Fig. 1: cells coloured by class
Scale bar: 20 µm.
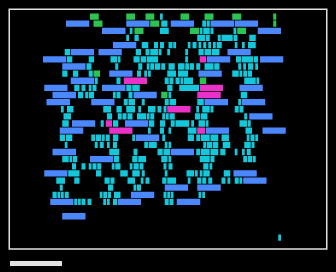
Fig. 2: gate families picked out
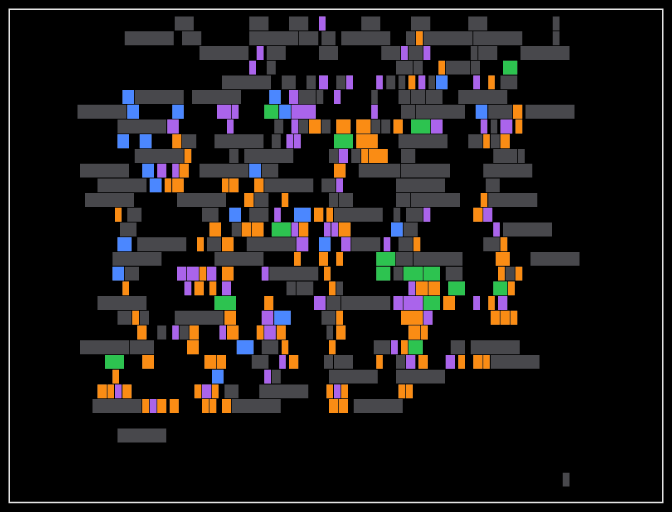
===== src/rtl/zone_alarm_arbiter.sv =====
// Arbitrates the 1 m / 0.5 m / 20 cm zone alarms onto one buzzer and one voice player.
// Define ALARM_ACK_TIMEOUT_EN to give up on a silent voice player after ACK_TO_CYC cycles.
module zone_alarm_arbiter #(
  parameter int unsigned CLK_FREQ   = 50_000_000,
  parameter int unsigned BEEP_MS    = 100,
  parameter int unsigned GAP_MS     = 50,
  parameter int unsigned HOLDOFF_MS = 500,
  parameter int unsigned REP_1M     = 1,
  parameter int unsigned REP_0_5M   = 2,
  parameter int unsigned REP_20CM   = 3,
  parameter int unsigned ACK_TO_CYC = 1_000_000
) (
  input  logic       clk_50M,
  input  logic       s_rst_n,
  input  logic       meter_1_en,
  input  logic       meter_0_5_en,
  input  logic       cm_20_en,
  input  logic       mute,
  input  logic       play_ack,
  output logic       play_req,
  output logic [1:0] play_idx,
  output logic       buzzer,
  output logic [1:0] zone_level,
  output logic       ack_timeout
);

  localparam logic [2:0] S_IDLE = 3'd0;
  localparam logic [2:0] S_REQ  = 3'd1;
  localparam logic [2:0] S_BEEP = 3'd2;
  localparam logic [2:0] S_GAP  = 3'd3;
  localparam logic [2:0] S_HOLD = 3'd4;

  localparam logic [31:0] BEEP_CYC  = 32'(CLK_FREQ / 32'd1000 * BEEP_MS);
  localparam logic [31:0] GAP_CYC   = 32'(CLK_FREQ / 32'd1000 * GAP_MS);
  localparam logic [31:0] HOLD_CYC  = 32'(CLK_FREQ / 32'd1000 * HOLDOFF_MS);
  localparam logic [31:0] BEEP_TERM = (BEEP_CYC > 32'd0) ? BEEP_CYC - 32'd1 : 32'd0;
  localparam logic [31:0] GAP_TERM  = (GAP_CYC  > 32'd0) ? GAP_CYC  - 32'd1 : 32'd0;
  localparam logic [31:0] HOLD_TERM = (HOLD_CYC > 32'd0) ? HOLD_CYC - 32'd1 : 32'd0;
  localparam logic [31:0] ACK_TERM  = (ACK_TO_CYC > 32'd0) ? 32'(ACK_TO_CYC - 32'd1) : 32'd0;

  localparam logic [2:0] REP1_INIT = 3'(REP_1M   - 32'd1);
  localparam logic [2:0] REP2_INIT = 3'(REP_0_5M - 32'd1);
  localparam logic [2:0] REP3_INIT = 3'(REP_20CM - 32'd1);

  // Pending bit 2 = 20 cm (zone 3), bit 1 = 0.5 m (zone 2), bit 0 = 1 m (zone 1).
  function automatic logic [1:0] top_zone(input logic [2:0] p);
    if (p[2]) begin
      top_zone = 2'd3;
    end else if (p[1]) begin
      top_zone = 2'd2;
    end else if (p[0]) begin
      top_zone = 2'd1;
    end else begin
      top_zone = 2'd0;
    end
  endfunction

  function automatic logic [2:0] clear_mask(input logic [1:0] z);
    case (z)
      2'd3:    clear_mask = 3'b111;
      2'd2:    clear_mask = 3'b011;
      2'd1:    clear_mask = 3'b001;
      default: clear_mask = 3'b000;
    endcase
  endfunction

  function automatic logic [2:0] higher_mask(input logic [1:0] z);
    case (z)
      2'd1:    higher_mask = 3'b110;
      2'd2:    higher_mask = 3'b100;
      default: higher_mask = 3'b000;
    endcase
  endfunction

  function automatic logic [2:0] rep_init(input logic [1:0] z);
    case (z)
      2'd3:    rep_init = REP3_INIT;
      2'd2:    rep_init = REP2_INIT;
      default: rep_init = REP1_INIT;
    endcase
  endfunction

  logic [2:0]  state_q, state_d;
  logic [2:0]  pend_q, pend_d;
  logic [31:0] cnt_q, cnt_d;
  logic [2:0]  rep_q, rep_d;
  logic [1:0]  grant_q, grant_d;
  logic [1:0]  zone_q, zone_d;
  logic        tmo_q, tmo_d;
  logic        buzzer_q, play_req_q;

  logic [2:0]  set_s;
  logic [1:0]  top_s;
  logic [2:0]  hi_mask_s;
  logic [31:0] cnt_inc_s;
  logic        hold_hit_s;

  assign set_s      = {cm_20_en, meter_0_5_en, meter_1_en};
  assign top_s      = top_zone(pend_q);
  assign hi_mask_s  = higher_mask(grant_q);
  assign cnt_inc_s  = (cnt_q == 32'hFFFF_FFFF) ? cnt_q : cnt_q + 32'd1;
  assign hold_hit_s = |((pend_q | set_s) & hi_mask_s);

`ifndef ALARM_ACK_TIMEOUT_EN
  logic unused_ack_s;
  assign unused_ack_s = ^ACK_TERM;
`endif

  // Next-state logic: pending flags, grant, beep sequencing and mute override.
  always_comb begin
    state_d = state_q;
    pend_d  = pend_q | set_s;
    cnt_d   = cnt_q;
    rep_d   = rep_q;
    grant_d = grant_q;
    zone_d  = zone_q;
    tmo_d   = 1'b0;
    if (mute) begin
      state_d = S_IDLE;
      pend_d  = 3'b000;
      cnt_d   = 32'd0;
      zone_d  = 2'd0;
    end else begin
      case (state_q)
        S_IDLE: begin
          if (pend_q != 3'b000) begin
            state_d = S_REQ;
            grant_d = top_s;
            zone_d  = top_s;
            rep_d   = rep_init(top_s);
            pend_d  = (pend_q & ~clear_mask(top_s)) | set_s;
            cnt_d   = 32'd0;
          end else begin
            state_d = S_IDLE;
          end
        end
        S_REQ: begin
          if (play_ack) begin
            state_d = S_BEEP;
            cnt_d   = 32'd0;
          end else begin
`ifdef ALARM_ACK_TIMEOUT_EN
            if (cnt_q >= ACK_TERM) begin
              state_d = S_BEEP;
              tmo_d   = 1'b1;
              cnt_d   = 32'd0;
            end else begin
              cnt_d = cnt_inc_s;
            end
`else
            cnt_d = cnt_q;
`endif
          end
        end
        S_BEEP: begin
          if (cnt_q >= BEEP_TERM) begin
            state_d = S_GAP;
            cnt_d   = 32'd0;
          end else begin
            cnt_d = cnt_inc_s;
          end
        end
        S_GAP: begin
          if (cnt_q >= GAP_TERM) begin
            cnt_d = 32'd0;
            if ((pend_q & hi_mask_s) != 3'b000) begin
              state_d = S_IDLE;
            end else if (rep_q != 3'd0) begin
              state_d = S_BEEP;
              rep_d   = rep_q - 3'd1;
            end else begin
              state_d = S_HOLD;
            end
          end else begin
            cnt_d = cnt_inc_s;
          end
        end
        S_HOLD: begin
          // Only a more urgent zone may be latched or cut the hold-off short.
          pend_d = pend_q | (set_s & hi_mask_s);
          if (hold_hit_s) begin
            state_d = S_IDLE;
            cnt_d   = 32'd0;
          end else if (cnt_q >= HOLD_TERM) begin
            state_d = S_IDLE;
            zone_d  = 2'd0;
            cnt_d   = 32'd0;
          end else begin
            cnt_d = cnt_inc_s;
          end
        end
        default: begin
          state_d = S_IDLE;
          cnt_d   = 32'd0;
        end
      endcase
    end
  end

  // State and output registers, cleared asynchronously.
  always_ff @(posedge clk_50M or negedge s_rst_n) begin
    if (!s_rst_n) begin
      state_q    <= S_IDLE;
      pend_q     <= 3'b000;
      cnt_q      <= 32'd0;
      rep_q      <= 3'd0;
      grant_q    <= 2'd0;
      zone_q     <= 2'd0;
      tmo_q      <= 1'b0;
      buzzer_q   <= 1'b0;
      play_req_q <= 1'b0;
    end else begin
      state_q    <= state_d;
      pend_q     <= pend_d;
      cnt_q      <= cnt_d;
      rep_q      <= rep_d;
      grant_q    <= grant_d;
      zone_q     <= zone_d;
      tmo_q      <= tmo_d;
      buzzer_q   <= (state_d == S_BEEP);
      play_req_q <= (state_d == S_REQ);
    end
  end

  assign play_req    = play_req_q;
  assign play_idx    = grant_q;
  assign buzzer      = buzzer_q;
  assign zone_level  = zone_q;
  assign ack_timeout = tmo_q;

endmodule


===== config.mk =====
export PLATFORM = sky130hd
export DESIGN_NAME = zone_alarm_arbiter
export DESIGN_NICKNAME = d
export VERILOG_FILES = /design/src/rtl/zone_alarm_arbiter.sv
export SDC_FILE = /design/constraint.sdc
export NUM_CORES = 1
export LEC_CHECK = 0
export ABC_AREA = 0
export CORE_ASPECT_RATIO = 0.75
export CORE_UTILIZATION = 28
export DETAILED_ROUTE_END_ITERATION = 7
export GPL_TIMING_DRIVEN = 0
export PLACE_DENSITY = 0.54
export RECOVER_POWER = 50
export REMOVE_ABC_BUFFERS = 1
export SYNTH_ARGS = -nofsm -noshare
export SYNTH_HDL_FRONTEND = slang
export SYNTH_SLANG_ARGS = --single-unit

===== constraint.sdc =====
create_clock -name clk_50M -period 4.94 [get_ports clk_50M]
set_clock_uncertainty 0.15 [all_clocks]
set_input_delay 0.988 -clock clk_50M [delete_from_list [all_inputs] [get_ports clk_50M]]
set_output_delay 0.988 -clock clk_50M [all_outputs]
set_load 0.01 [all_outputs]

==> deck_impl_summary.md <==
Run Summary

Power and ir drop
  • Leak: roughly 1.3 nW
  • VDD IR-drop max: 0.0001917 V
  • Sequential share of power: ~45%
  • Comb group: approximately 190 µW
  • Total power: ~970 µW
  • Sw Pwr: 289.7 µW
  • Gate power share: 19.3%

Finish
  • Logic share of the area: 48.99%
  • Non-clock buffering overhead: between 4 and 5%
  • Fillers: 1,121
  • Top cell category: combinational gates
  • Flop share of the area: about 36%
  • Core Util, Final: 31.99%
  • Flop count: around 47

Route
  • Post-route DRC violation count: 2
  • Iter 0 DRT Violations: roughly 230

Timing
  • Final WS setup: between 1.5 and 2 ns
  • Hold_ws: 0.3684 ns
  • Final Hold Fails: 0
  • RSZ-0062 raised after global routing: no
  • Final slew viol count: 34
  • Worst-margin pin slew: around 1.8 ns

Placement
  • PortBufs: 12
  • Placer Congestion: about 0.79
  • Placed cell areas: roughly 3100 µm²

Synthesis
  • Top cells by count: nand2_1 (50), dfrtp_1 (47), nor2_1 (38)
  • Warnings, synthesis: 0
  • Mux frac, synth: between 1 and 1.5%
  • Flip-flops with a built-in enable: 0
  • Cell area leaders: dfrtp_1 (40%), nand2_1 (6.4%), nand3_1 (5.4%)

Worst setup path
  • Critical R2R Launch: cnt_q[0]
  • CP top delay family: AND-OR/OR-AND gates
  • Crit Path Max Fanout: 31
  • CP startpoint kind: input port
  • Cell Chain, Critical Path: dlygate4sd3_1, a21oi_1, o21ai_0, a31oi_4, o311ai_0, nand2b_1
  • Crit path DRT: ~5 ns

Floorplan
  • Die Size: roughly 11,000 µm²
  • Floorplan utilization: roughly 29%
  • I/O pin total: 14
  • Die W: between 100 and 150 µm
  • Rows: 32

Flow run
  • Max-cap viol count: 1

GRT
  • First-pass GRT wire length: roughly 12,000 µm
  • Grt met1 use: between 20% and 30%

Run status
  • Status: complete, but fails checks
  • Failing checks: design-rule violations, max-capacitance violations, max-slew violations

Worst hold path
  • Hold Crit Class: register to register

Clocking
  • CTS tree: yes
## Picture notes: Fig. 1
legend:
  green:
    class: other buffers and delay cells
    cells: 16
    share_of_their_area: 4.5%
  magenta:
    class: clock drivers and dummy loads
    cells: 8
    share_of_their_area: 4.8%
  blue:
    class: flops
    cells: 47
    share_of_their_area: 38%
  cyan:
    class: all other logic
    cells: 286
    share_of_their_area: 53%

## Picture notes: Fig. 2
legend:
  orange:
    family: NAND gates
    cells: 105
    most_used: nand2_1
  green:
    family: AND-OR and OR-AND gates
    cells: 15
    most_used: o21a_1
  blue:
    family: AND and OR gates
    cells: 21
    most_used: and2_1
  purple:
    family: NOR gates
    cells: 64
    most_used: nor2_1

[per-layer routing]
metal  vias to the layer above  wire, µm
li1                       1300         -
met1                      1284      3862
met2                        38      3028
met3                         3       318
met4                         0        15
met5                         -         0
[placed cells by master, fill, tap and decap left out, types with 4 or more instances in the layout]
master	n
dfrtp_1	47
nand2_1	50
nor3_1	15
nor4_1	5
clkdlybuf4s50_1	10
and2_1	9
nand3_1	32
a21oi_1	16
a211oi_1	5
o21a_1	4
o21ai_0	9
nand4_1	13
nor2_1	38
nand2b_1	4
o211ai_1	9
clkbuf_16	5
ha_1	4
inv_1	10
[flip-flops by register name, indices dropped and copies added (netlist names)]
register    count
zone_level      2
buzzer          1
play_req        1
cnt_q          32
rep_q           3
pend_q          3
play_idx        2
state_q         3
Power figures rest on the tool's default switching activity, not on a simulated workload.
